==> config.mk <==
export PLATFORM = sky130hd
export DESIGN_NAME = result_collector
export DESIGN_NICKNAME = d
export VERILOG_FILES = /design/src/rtl/result_collector_pkg.sv /design/src/rtl/result_fifo.sv /design/src/rtl/result_collector.sv
export SDC_FILE = /design/constraint.sdc
export NUM_CORES = 1
export LEC_CHECK = 0
export CAP_MARGIN = 15
export CORE_MARGIN = 10
export CORE_UTILIZATION = 47
export DETAILED_ROUTE_END_ITERATION = 8
export PLACE_DENSITY = 0.66
export SYNTH_ARGS = -nofsm -noshare
export SYNTH_HDL_FRONTEND = slang
export SYNTH_SLANG_ARGS = --single-unit
==> constraint.sdc <==
create_clock -name clk -period 6.7 [get_ports clk]
set_clock_uncertainty 0.2 [all_clocks]
set_input_delay 0.67 -clock clk [delete_from_list [all_inputs] [get_ports clk]]
set_output_delay 0.67 -clock clk [all_outputs]
set_load 0.02 [all_outputs]
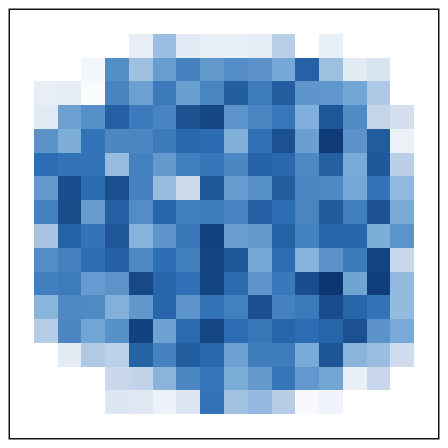
(cell area per tile)
The die is cut into 18 by 18 equal tiles; white is low, dark blue is high, 0 to 100% covered.
20% of the tiles are over 75% full. 28% of the tiles are nearly empty. The densest ninth of the die: centre. The fullest tile reaches 98%.
fin util: 56.8%
Starting Density: 48.0%
Core Box Area: 25300 µm²

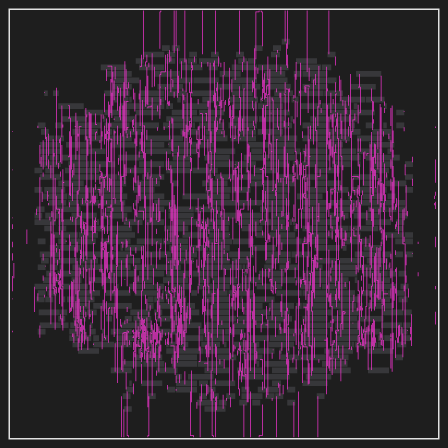
(M2 wires)
Cells faint in the background.
The longest straight run is 138 µm. The layer carries 11700 µm of wire.
M2 GR Usage: 24.2%
via count: 5923

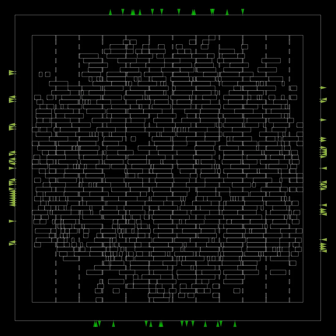
(cell placement)
sequential cell count: 313
Fillers: 1914

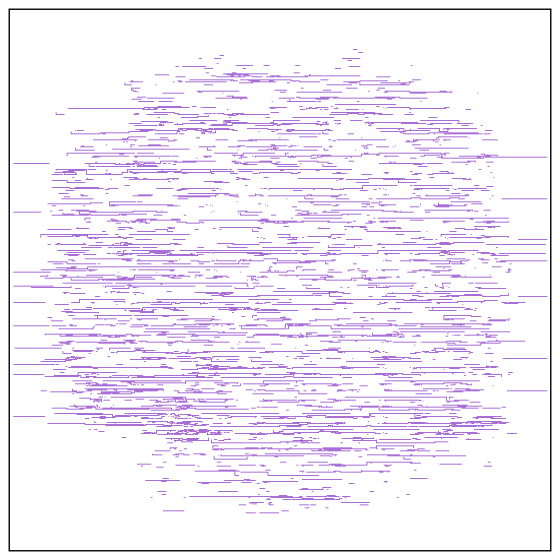
(M1 wires)
The longest straight run is 53.8 µm. The wires run mostly horizontal. 699 nets have wire on it. The layer holds 44% of the routed length. The layer carries 10700 µm of wire.
Routed WL: 24.1 mm
GR Util met1: 19.7%

==> results.toml <==
# yosys + openroad results
[critical_path]
r2r_cells = 6
cp.required_ns = 5.83
path_cells = "buf_4, mux4_2, mux2i_1, nor2_1, clkdlybuf4s50_1"
critPathCaptureType = "output port"
critPathLaunchType = "register"
critical_path.slowest_cell = "buf_4"

[yosys]
topCombFamilyByArea = "multiplexers"
synthTopCellsByArea = "edfxtp_1 (65%), mux4_2 (12%), dfrtp_1 (10%), mux2_2 (3.0%), nand2_1 (2.2%)"
syn_avg_cell_area_um2 = 19.7
numSynthFlops = 313
ys_area_um2 = 12100
ff_type = "edfxtp_1"
yosysTopAreaCell = "edfxtp_1"
edf_count = 264

[routing]
wl_met1_mm = 10.7
drt_iter0_markers = 431
antenna_left = 0
via_per_inst = 5.56

[floorplanning]
pin_count = 82
chipArea_um2 = 32600
placementRows = 58
tap_cells = 330

[min_path]
worstHoldPathType = "input port to async pin"

[grt]
grt_max_degree = 71
antenna_found_initial = 0
grt_most_used_layer = "met2"
grt_pass1_wl_mm = 37.9

[power_and_ir_drop]
p_clk_share_pct = 26.1
p_per_area_nw_per_um2 = 431
seq_power_share_pct = 38.5
finalPower_mw = 6.18

[final_layout]
seqCellArea_um2 = 9160
fin_area_um2 = 14300
antennaDiodeCount = 0
syn2layout_area_growth_pct = 18.2
largestClassByArea = "sequential cells"
nets = 760

[sta]
period_used_pct = 67.9
setup-violations-final = 0
maxSlewViolCount = 0
finalCriticalPeriod_ns = 4.55
setup_ws_ns = 2.15

[clock_tree]
cts.sinks = 313
cts_tree = "done"
cts_setup_buffers = 0

[placed_design]
hpwl_mm = 13.8

[outcome]
outcome = "complete, no violations"

[run]
tool_warnings = 26
